==> config.mk <==
export PLATFORM = sky130hd
export DESIGN_NAME = seq_serializer
export DESIGN_NICKNAME = d
export VERILOG_FILES = /design/src/rtl/seq_serializer.sv
export SDC_FILE = /design/constraint.sdc
export NUM_CORES = 1
export LEC_CHECK = 0
export CAP_MARGIN = 20
export CORE_MARGIN = 3
export CORE_UTILIZATION = 65
export CTS_BUF_LIST = sky130_fd_sc_hd__clkbuf_2 sky130_fd_sc_hd__clkbuf_4 sky130_fd_sc_hd__clkbuf_8
export DETAILED_ROUTE_END_ITERATION = 12
export MAX_ROUTING_LAYER = met4
export PLACE_DENSITY = 0.92
export SYNTH_ARGS = -nofsm -noshare
export SYNTH_HDL_FRONTEND = slang
export SYNTH_SLANG_ARGS = --single-unit
export TNS_END_PERCENT = 30
==> constraint.sdc <==
create_clock -name clk -period 5.4 [get_ports clk]
set_input_delay 0.54 -clock clk [delete_from_list [all_inputs] [get_ports clk]]
set_output_delay 0.54 -clock clk [all_outputs]
set_load 0.03 [all_outputs]
==> src/rtl/seq_serializer.sv <==
// -----------------------------------------------------------------------------
// seq_serializer
//
// Parallel-to-serial bit-stream source feeding the sequence detector's din.
// Words of 1..WIDTH bits arrive over a valid/ready handshake and leave one bit
// per clock on dout. A one-entry holding register lets back-to-back words
// stream with no idle cycle between them.
//
// Build option:
//   SER_LSB_FIRST_EN  defined   -> bits sent LSB-first (bit 0 .. bit len-1)
//                     undefined -> bits sent MSB-first (bit len-1 .. bit 0)
//
// Parameters:
//   WIDTH       maximum word length in bits
//   LEN_W       width of the length field (must be able to hold WIDTH)
//
// Ports:
//   clk         clock, rising edge
//   rst         synchronous active-high reset
//   in_valid    word offered on in_data/in_len
//   in_ready    block can take a word this cycle
//   in_data     payload, low in_len bits used
//   in_len      bit count; 0 drops the word, values above WIDTH clamp to WIDTH
//   dout        serial bit stream
//   dout_valid  dout carries a payload bit
//   word_done   last bit of a word is on dout this cycle
//   busy        shifter active or holding register occupied
// -----------------------------------------------------------------------------
module seq_serializer #(
   parameter int WIDTH = 16,
   parameter int LEN_W = 5
) (
   input  logic             clk,
   input  logic             rst,
   input  logic             in_valid,
   output logic             in_ready,
   input  logic [WIDTH-1:0] in_data,
   input  logic [LEN_W-1:0] in_len,
   output logic             dout,
   output logic             dout_valid,
   output logic             word_done,
   output logic             busy
);

   typedef enum logic {IDLE, SHIFT} state_t;

   state_t           state;
   logic [WIDTH-1:0] shreg;
   logic [LEN_W-1:0] cnt;
   logic [WIDTH-1:0] pend_data;
   logic [LEN_W-1:0] pend_len;
   logic             pend_valid;

   logic             active;
   logic             last_bit;
   logic             accept;
   logic [LEN_W-1:0] len_c;
   logic             len_zero;
   logic             head;

   // Clamp an oversize length request down to WIDTH.
   function automatic logic [LEN_W-1:0] clamp_len(input logic [LEN_W-1:0] len);
      if (len > LEN_W'(WIDTH))
         return LEN_W'(WIDTH);
      return len;
   endfunction

   // Keep only the low len bits and place them so the first bit to be sent
   // sits at the shifter head (bit WIDTH-1 for MSB-first, bit 0 for LSB-first).
   // len is 1..WIDTH here; zero-length words never reach the shifter.
   function automatic logic [WIDTH-1:0] align_word(input logic [WIDTH-1:0] d,
                                                    input logic [LEN_W-1:0] len);
      logic [WIDTH-1:0] m;
      int               sh;
      sh = WIDTH - int'(len);
      m  = {WIDTH{1'b1}} >> sh;
`ifdef SER_LSB_FIRST_EN
      return d & m;
`else
      return (d & m) << sh;
`endif
   endfunction

   assign active   = (state == SHIFT);
   assign last_bit = active && (cnt == LEN_W'(1));
   assign in_ready = !pend_valid && !rst;
   assign accept   = in_valid && in_ready;
   assign len_c    = clamp_len(in_len);
   assign len_zero = (len_c == '0);

`ifdef SER_LSB_FIRST_EN
   assign head = shreg[0];
`else
   assign head = shreg[WIDTH-1];
`endif

   // All outputs come straight from state registers.
   assign dout       = active && head;
   assign dout_valid = active;
   assign word_done  = last_bit;
   assign busy       = active || pend_valid;

   always_ff @(posedge clk) begin
      if (rst) begin
         state      <= IDLE;
         shreg      <= '0;
         cnt        <= '0;
         pend_valid <= 1'b0;
      end else begin
         if (!active || last_bit) begin
            // Shifter is free after this edge: refill it, held word first.
            // An accept cannot coincide with pend_valid since in_ready is low.
            if (last_bit && pend_valid) begin
               shreg      <= align_word(pend_data, pend_len);
               cnt        <= pend_len;
               state      <= SHIFT;
               pend_valid <= 1'b0;
            end else if (accept && !len_zero) begin
               shreg <= align_word(in_data, len_c);
               cnt   <= len_c;
               state <= SHIFT;
            end else begin
               state <= IDLE;
               cnt   <= '0;
            end
         end else begin
            // Mid-word: advance the shifter, park any new word.
`ifdef SER_LSB_FIRST_EN
            shreg <= shreg >> 1;
`else
            shreg <= shreg << 1;
`endif
            cnt <= cnt - LEN_W'(1);
            if (accept && !len_zero) begin
               pend_data  <= in_data;
               pend_len   <= len_c;
               pend_valid <= 1'b1;
            end
         end
      end
   end

endmodule

Figure 1. Zoomed window.
Scale bar: 5 um. Window x 53 to 73, y 53 to 73 um. Cells in gray, sequential cells in the stronger gray; small squares are vias.
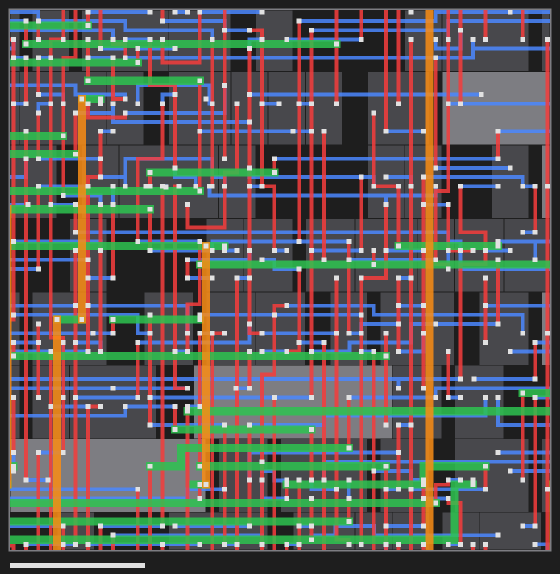
[M1] blue
[M3] green
[M2] red
[M4] orange
most frequent: nor2_1 (11), nand2_1 (9)
netlist names of flops here include: `shreg` (3)
cells with their middle in the window: 53
sequential cells in the window: 3

==> results.json <==
{
  "via_per_inst": 7.83,
  "die_area_um2": 7000,
  "drt_iter0_drc": 952,
  "yosys_cells": 488,
  "lay_top_cells": "nand2_1, nor2_1, clkdlybuf4s50_1, a21oi_1",
  "vdd_drop_max_mv": 0.148,
  "grtUsageTotal_pct": 37.9,
  "stdcell_count": 562,
  "p_int_mw": 0.602,
  "htree_levels": 2,
  "fin_crit_ns": 4.45,
  "status": "completed",
  "warnings": 27,
  "critPathBufInv": 3,
  "drc": 0,
  "maxSlewViolCount": 0,
  "start_kind": "primary input",
  "switching_power_mw": 0.300,
  "edf_count": 21,
  "dpl.cell_count": 554,
  "final_nets": 518,
  "timing.critical_path.arrival_ns": 4.66,
  "tightestPinTransition_ns": 1.00,
  "preCtsSetupSlack_ns": 0.801,
  "die_h_um": 83.7,
  "hpwl_um": 9570,
  "synthesis.nets": 517,
  "fin_crit_sh_pct": 82.4,
  "root_buffer": "clkbuf_8",
  "async_reset_ff_share_pct": 0,
  "crit_family": "buffers and inverters",
  "ys_top_cells_by_area": "edfxtp_1, dfxtp_1, nand2_1",
  "num_antenna_cells": 0,
  "ys_seq_share_pct": 27.8,
  "hold_path_class": "register to register",
  "rsz0062_at_grt": "no",
  "hold_viol_final": 0,
  "drive_above_1_share_pct": 8.78,
  "rrSetupSlack_ns": 1.78,
  "antenna_found_initial": 0,
  "cts_tree": "built",
  "ys_warn_count": 0,
  "top_area_share_pct": 16.1,
  "cts.path.max_buffers": 2,
  "cts_num_sinks": 44,
  "design_area_um2": 4260,
  "max_freq_ghz": 0.225,
  "cp_max_fo": 21,
  "numCtsBuffers": 5,
  "io_pins": 29,
  "relSlewSlack_pct": 32.6,
  "gp_congestion": 1.07,
  "cellLeakagePower_nw": 1.49,
  "syn_area_um2": 3920,
  "row_count": 27,
  "lay_top_count": "nand2_1",
  "maxCapViolCount": 0,
  "postSynthAreaPerCell_um2": 8.03,
  "grt_first_pass_wirelength_um": 20800,
  "grt_pass1_vias": 3905,
  "worstPathRequired_ns": 5.61,
  "synth-main-ff-cell": "dfxtp_1",
  "grt_max_degree": 28,
  "cts_resized": 0,
  "p_per_area_nw_per_um2": 212,
  "synthCells": 488,
  "p_comb_share_pct": 29.5,
  "dpl-instance-area_um2": 4160,
  "grt.overflow.total": 0,
  "initCoreUtil_pct": 69.1,
  "slowest_stage": "ha_1",
  "finalClockSkew_ns": 0.00436,
  "coreArea_um2": 5680,
  "switching_share_pct": 33.3,
  "post_cts_buffers": 0,
  "cpPeakStageDelay_ns": 0.69,
  "drt_first_pass_iters": 9,
  "routed-via-count": 4402,
  "cp-end-kind": "register",
  "area_growth_syn_to_layout_pct": 8.78,
  "postLayoutSetupSlackWorst_ns": 0.948,
  "critical_path_class": "primary input to register",
  "clock_power_share_pct": 28.6,
  "ys_ff": 44,
  "power_mw": 0.902,
  "final.setup.tns_ns": 0,
  "finalSetupViolCount": 0,
  "io_buffers": 28,
  "seqPwrFrac_pct": 41.9
}
Figure 2. Wiring by layer.
Scale bar: 20 um. Only two layers are drawn.
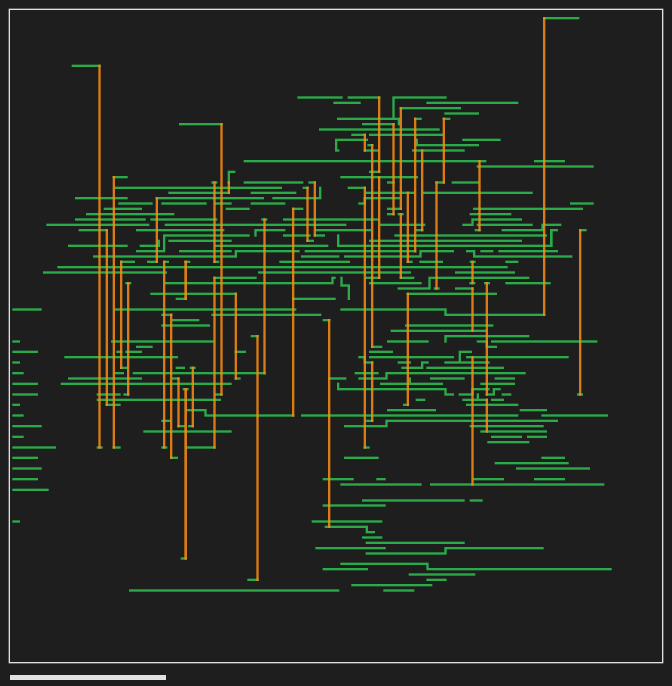
[M3] green | wire length: 1,690 um
[M4] orange | wire length: 728 um
final wirelength: 13,100 um
Avg WL per Cell: 23.4 um

cells by family (layout without fill, tap and decap cells):
logic type	Yosys count	in the layout	synth area share (%)
adders and majority gates	5	5	1.60
buffers and inverters	55	57	6.03
and+or+nand+nor	179	179	22.3
muxes	34	34	9.45
xor gates and xnor gates	9	9	2.59
DFF	44	44	27.8
AOI/OAI and AO/OA	162	162	30.2
sequential cells by signal, indices dropped and copies added, names as in the netlist:
signal      cells
shreg          16
cnt             5
pend_len        5
pend_valid      1
pend_data      16
dout_valid      1
power by group through the flow:
| stage | clock network (mW) | logic [mW] | registers [mW] |
|---|---|---|---|
| detailed placement | 0 | 0.249 | 0.384 |
| global placement | 0 | 0.247 | 0.384 |
| CTS | 0.257 | 0.252 | 0.376 |
| global route | 0.272 | 0.281 | 0.379 |
| finish | 0.258 | 0.266 | 0.378 |
| floorplan | 0 | 0.177 | 0.380 |
worst reg2reg max path, cell delays in order, from the launching register on:
cell	delay (ns)
edfxtp_1	0.39
inv_1	0.35
ha_1	0.53
nor3b_4	0.42
mux2i_1	0.65
or2_2	0.28
o31ai_1	0.09
o311ai_0	0.63
a21oi_1	0.15
layer usage:
metal / track usage [%] / vias up / part of all wire, %
li1: - / 1886 / -
met5: - / - / 0
met3: 7.90 / 97 / 13
met2: 54.1 / 426 / 42
met1: 51.8 / 1993 / 39
met4: 16.7 / 0 / 5.5
final timing paths:
path | startpoint | end | cells after the start
worst max register to register | pend_len[0] | shreg[15] | 8
worst max-delay path | in_len[4] | shreg[12] | 14
worst min register to register | shreg[0] | shreg[0] | 2
worst min-delay path | shreg[0] | shreg[0] | 2
metrics by stage:
| stage | hold slack (ns) | utilization (%) |
|---|---|---|
| after floorplan | 0.468 | - |
| after global placement | 0.504 | 73.2 |
| after detailed placement | 0.499 | 73.2 |
| after CTS | 0.511 | 75.1 |
| after global routing | 0.547 | 75.1 |
| final | 0.520 | 75.1 |
cell usage after synthesis, drive strengths merged, types with 9 or more instances:
library cell / count
a211oi: 10
a21oi: 24
a221oi: 11
a31oi: 10
and3: 9
buf: 14
clkbuf: 26
dfxtp: 23
edfxtp: 21
inv: 14
mux2: 14
mux2i: 19
nand2: 51
nand3: 21
nor2: 45
nor3: 15
o211ai: 9
o21ai: 25
area by class of cell:
cell class                 instances  area [um2]
multi-input combinational        389        2590
fill                             421        1410
sequential                        44        1090
timing repair buffer              34         325
tap                               72        90.1
clock buffer                       6        73.8
inverter                          15        56.3
clock inverter                     2        35.0
Power and IR drop assume default switching activity.
